Fig. 1: routed metal, one colour a layer
The bar under the picture is 10 um long. Only two layers are drawn.
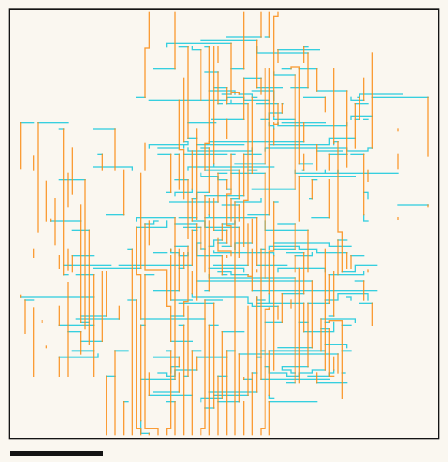
Fig. 2: signal wires on met3
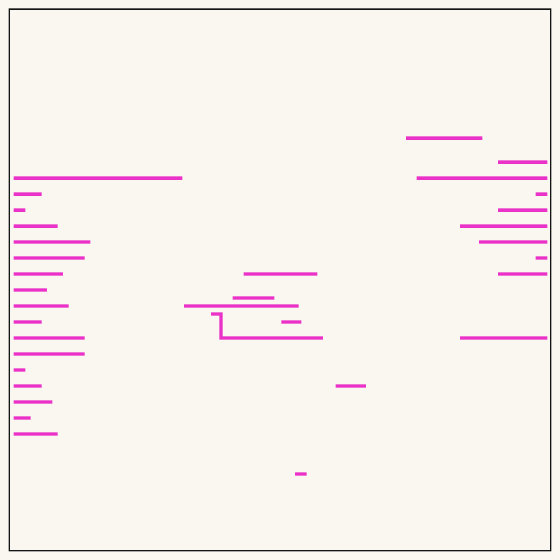
Fig. 3: the clock network
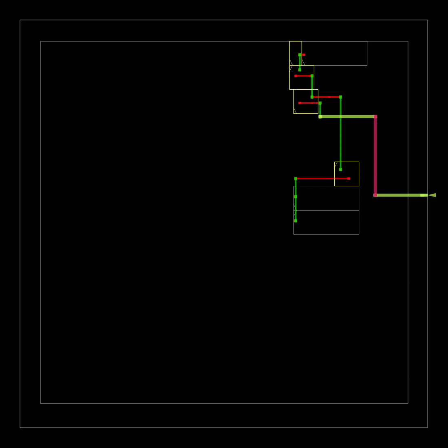
Fig. 4: met2 routing
The bar under the picture is 10 um long.
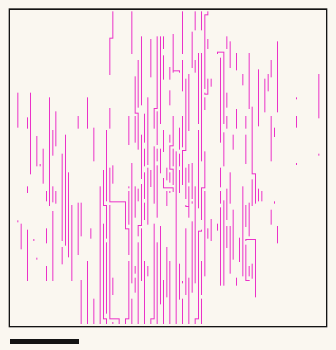
Fig. 5: PDN straps and rails
The bar under the picture is 10 um long. Pins as bars on the die edge.
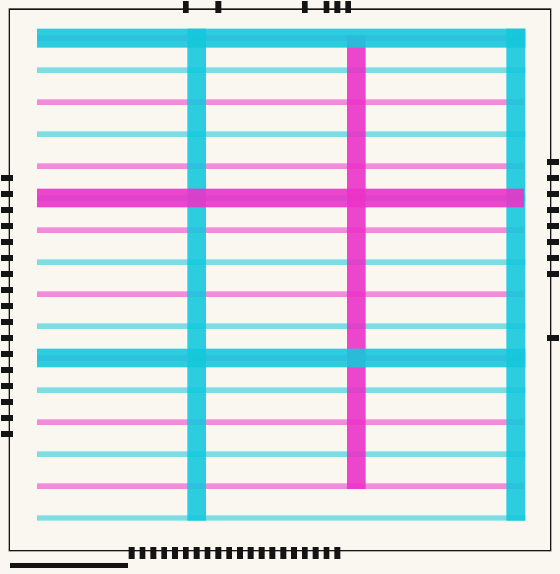
## src/rtl/cond_eval.sv

```systemverilog
// cond_eval
// ---------
// Condition-evaluation and nullification stage feeding the PSW register.
// Every cycle it evaluates the PA-RISC compare/branch condition on the
// EX-stage ALU result and flags, decides whether a branch is taken, and
// keeps a one-deep "nullify next instruction" state that survives bubbles
// and stalls. The registered outputs drive the PSW nullify input, the PSW
// carry input and the PSW write enable.
//
// Ports
//   clk          rising-edge clock
//   reset        synchronous, active-high reset
//   EX_VALID     EX stage holds a real instruction (0 = bubble)
//   STALL        pipeline hold, no state change
//   COND_CLASS   00 none, 01 compare-and-nullify, 10 cond branch, 11 uncond branch
//   C            condition field
//   F            negate condition
//   N_BIT        instruction n bit
//   BR_BACKWARD  branch displacement is negative
//   RESULT       ALU result (a-b for compares)
//   C_B          ALU carry/borrow (1 = no borrow)
//   OVF          ALU signed overflow
//   COND_TRUE    evaluated condition after F (combinational)
//   BR_TAKEN     branch taken, to fetch (combinational)
//   NULLIFY_EX   current EX instruction is squashed (combinational)
//   N_in         registered nullify-pending, to PSW
//   C_B_Q        registered carry, to PSW
//   PSW_EN       registered one-cycle PSW write pulse
module cond_eval #(
   parameter int WIDTH = 32
) (
   input  logic             clk,
   input  logic             reset,
   input  logic             EX_VALID,
   input  logic             STALL,
   input  logic [1:0]       COND_CLASS,
   input  logic [2:0]       C,
   input  logic             F,
   input  logic             N_BIT,
   input  logic             BR_BACKWARD,
   input  logic [WIDTH-1:0] RESULT,
   input  logic             C_B,
   input  logic             OVF,
   output logic             COND_TRUE,
   output logic             BR_TAKEN,
   output logic             NULLIFY_EX,
   output logic             N_in,
   output logic             C_B_Q,
   output logic             PSW_EN
);

   typedef enum logic {
      IDLE = 1'b0,
      PEND = 1'b1
   } state_t;

   state_t state_q;
   logic   carry_q;
   logic   pswEn_q;

   logic   pending;
   logic   live;
   logic   isZero;
   logic   signedLess;
   logic   rawCond;
   logic   taken;
   logic   newNull;

   assign pending    = (state_q == PEND);
   assign live       = EX_VALID & ~pending;
   assign isZero     = (RESULT == '0);
   assign signedLess = RESULT[WIDTH-1] ^ OVF;

   // Raw condition decode, before the F negate bit is applied.
   always_comb begin
      rawCond = 1'b0;
      case (C)
         3'd0:    rawCond = 1'b0;
         3'd1:    rawCond = isZero;
         3'd2:    rawCond = signedLess;
         3'd3:    rawCond = signedLess | isZero;
         3'd4:    rawCond = ~C_B;
         3'd5:    rawCond = ~C_B | isZero;
         3'd6:    rawCond = OVF;
         default: rawCond = RESULT[0];
      endcase
   end

   assign COND_TRUE = rawCond ^ F;

   // Per-class branch decision and nullify request. A conditional branch
   // nullifies its delay slot when it is a forward taken branch or a
   // backward not-taken branch, and only when the n bit is set.
   always_comb begin
      taken   = 1'b0;
      newNull = 1'b0;
      case (COND_CLASS)
         2'b01: begin
            taken   = 1'b0;
            newNull = COND_TRUE;
         end
         2'b10: begin
            taken   = COND_TRUE;
            newNull = N_BIT & (COND_TRUE ^ BR_BACKWARD);
         end
         2'b11: begin
            taken   = 1'b1;
            newNull = N_BIT;
         end
         default: begin
            taken   = 1'b0;
            newNull = 1'b0;
         end
      endcase
   end

   assign BR_TAKEN   = live & ~STALL & taken;
   assign NULLIFY_EX = EX_VALID & pending;

   // Nullify FSM with registered PSW outputs. Only an advancing valid
   // instruction changes state; a squashed instruction consumes the pending
   // state, clears the carry, and its own decision is thrown away so that
   // nullification never chains.
   always_ff @(posedge clk) begin
      if (reset) begin
         state_q <= IDLE;
         carry_q <= 1'b0;
         pswEn_q <= 1'b0;
      end else if (STALL || !EX_VALID) begin
         pswEn_q <= 1'b0;
      end else begin
         pswEn_q <= 1'b1;
         case (state_q)
            IDLE: begin
               carry_q <= C_B;
               state_q <= newNull ? PEND : IDLE;
            end
            default: begin
               carry_q <= 1'b0;
               state_q <= IDLE;
            end
         endcase
      end
   end

   assign N_in   = pending;
   assign C_B_Q  = carry_q;
   assign PSW_EN = pswEn_q;

endmodule
```

## config.mk

```make
export PLATFORM = sky130hd
export DESIGN_NAME = cond_eval
export DESIGN_NICKNAME = d
export VERILOG_FILES = /design/src/rtl/cond_eval.sv
export SDC_FILE = /design/constraint.sdc
export NUM_CORES = 1
export LEC_CHECK = 0
export CORE_MARGIN = 2
export CORE_UTILIZATION = 26
export CTS_CLUSTER_DIAMETER = 200
export CTS_CLUSTER_SIZE = 14
export DETAILED_ROUTE_END_ITERATION = 12
export GPL_ROUTABILITY_DRIVEN = 0
export GPL_TIMING_DRIVEN = 0
export PLACE_DENSITY = 0.75
export SLEW_MARGIN = 10
export SYNTH_ARGS = -nofsm -noshare
export SYNTH_HDL_FRONTEND = slang
export SYNTH_SLANG_ARGS = --single-unit
```

## constraint.sdc

```tcl
create_clock -name clk -period 1.7 [get_ports clk]
set_input_delay 0.17 -clock clk [delete_from_list [all_inputs] [get_ports clk]]
set_output_delay 0.17 -clock clk [all_outputs]
set_load 0.01 [all_outputs]
```

==> flow_metrics.tcl <==
# collected from the flow reports
set metrics [dict create \
    yosysMostFrequentCell "nor4_1" \
    common_cells "nor4_1 (8), nor2_1 (4)" \
    grt_overflow 0 \
    path_buffers 2 \
    lay_top_count "dlygate4sd2_1" \
    holdPathEnd "C_B_Q" \
    drt_first_pass_iters 5 \
    die_area_mm2 0.00211 \
    synthArstFlopShare_pct 0 \
    setup_viol 2 \
    arrival_ns 1.65 \
    syn_area_um2 457 \
    warning_count 28 \
    maxSlewViolCount 0 \
    final_area_mm2 0.00108 \
    dp_slack_ns -0.897 \
    startpoint "RESULT[31]" \
    yosysChipArea_um2 457 \
    r2r-end "N_in" \
    avgSynthCellArea_um2 7.25 \
    violations "setup timing" \
    cts.repair.resized 78 \
    numPortBuffers 50 \
    numSynthFlops 3 \
    simple_gate_area_share_pct 51.0 \
    io_pins 52 \
    setup_ws_ns -0.120 \
    grt_pass1_wl_um 3170 \
    ant_nets 0 \
    clk_pin_slew_ns 0.04 \
    skew_ns 0.00323 \
    grt_pass1_vias 797 \
    cts_tree "yes" \
    cp-endpoint "BR_TAKEN" \
    rows 15 \
    final_cells 145 \
    drcViolationCount 0 \
    syn_inst 63 \
    maxCapViolations 0 \
    fin_util_pct 64.2 \
    grt_max_degree 9 \
    crit_slowest_cell "or4_1" \
    min_path_cells 4 \
    syn_nets 109 \
    finalCriticalPeriod_ns 1.82 \
    topCombFamilyByArea "simple AND/OR/NAND/NOR gates" \
    hold_violations 0 \
    crit_type "input port to output port" \
    cts_sinks 3 \
    finalPower_mw 0.408 \
    hold_slack_ns 0.391 \
    cts_buffer_depth 2 \
    status "finished, violations left" \
    critical_path_required_ns 1.53 \
    routed_via_density 5.42 \
    rrSetupSlack_ns 0.64 \
]
Back to the opening pictures, Fig. 1:
metal 1: marked cyan, wire length 693 um. metal 2: marked orange, wire length 1100 um.
Detailed Route WL: 1970 um
DR WL/cell: 13.6 um
routed vias: 786
GRT Total Usage: 20.5%

Back to the opening pictures, Fig. 2:
The layer carries 151 um of wire. The longest straight run is 14.0 um. The wires run mostly horizontal.

Back to the opening pictures, Fig. 3:
FFs & Latches: 3
worst skew pair latency: 0.23 ns
TritonCTS buffer count: 3
clkbuf count: 4

Back to the opening pictures, Fig. 4:
The layer carries 1100 um of wire. The longest straight run is 25.0 um. The wires run mostly vertical. The layer holds 56% of the routed length.

Back to the opening pictures, Fig. 5:
VDD: marked magenta. VSS: marked cyan.
3 straps on met4. 16 met1 rails follow the rows.
peak supply drop: 178 uV
die y size: 45.9 um
core area: 0.00169 mm2
Die W: 45.9 um

## metal layers
| metal | share of wire [%] | up-vias | GRT usage [%] | wire [um] |
|---|---|---|---|---|
| met5 | 0 | - | 0 | 0 |
| met4 | 1.2 | 0 | 8.57 | 23 |
| met3 | 7.7 | 4 | 3.97 | 151 |
| met2 | 56 | 38 | 38.9 | 1100 |
| met1 | 35 | 360 | 21.3 | 693 |
| li1 | - | 384 | - | - |
## power by group
group | internal [mW] | switching [mW]
clock | 0.0876 | 0.0313
sequential | 0.0741 | 0.00246
combinational | 0.133 | 0.0800
total | 0.294 | 0.114
## layout make-up
class	instances	area [um2]
Inverter	1	3.75
Tap cell	17	21.3
Multi-Input combinational cell	58	429
Timing Repair Buffer	61	537
Buffer	1	7.51
Clock buffer	4	26.3
Sequential cell	3	60.1
Fill cell	149	604
Power and IR drop assume default switching activity.
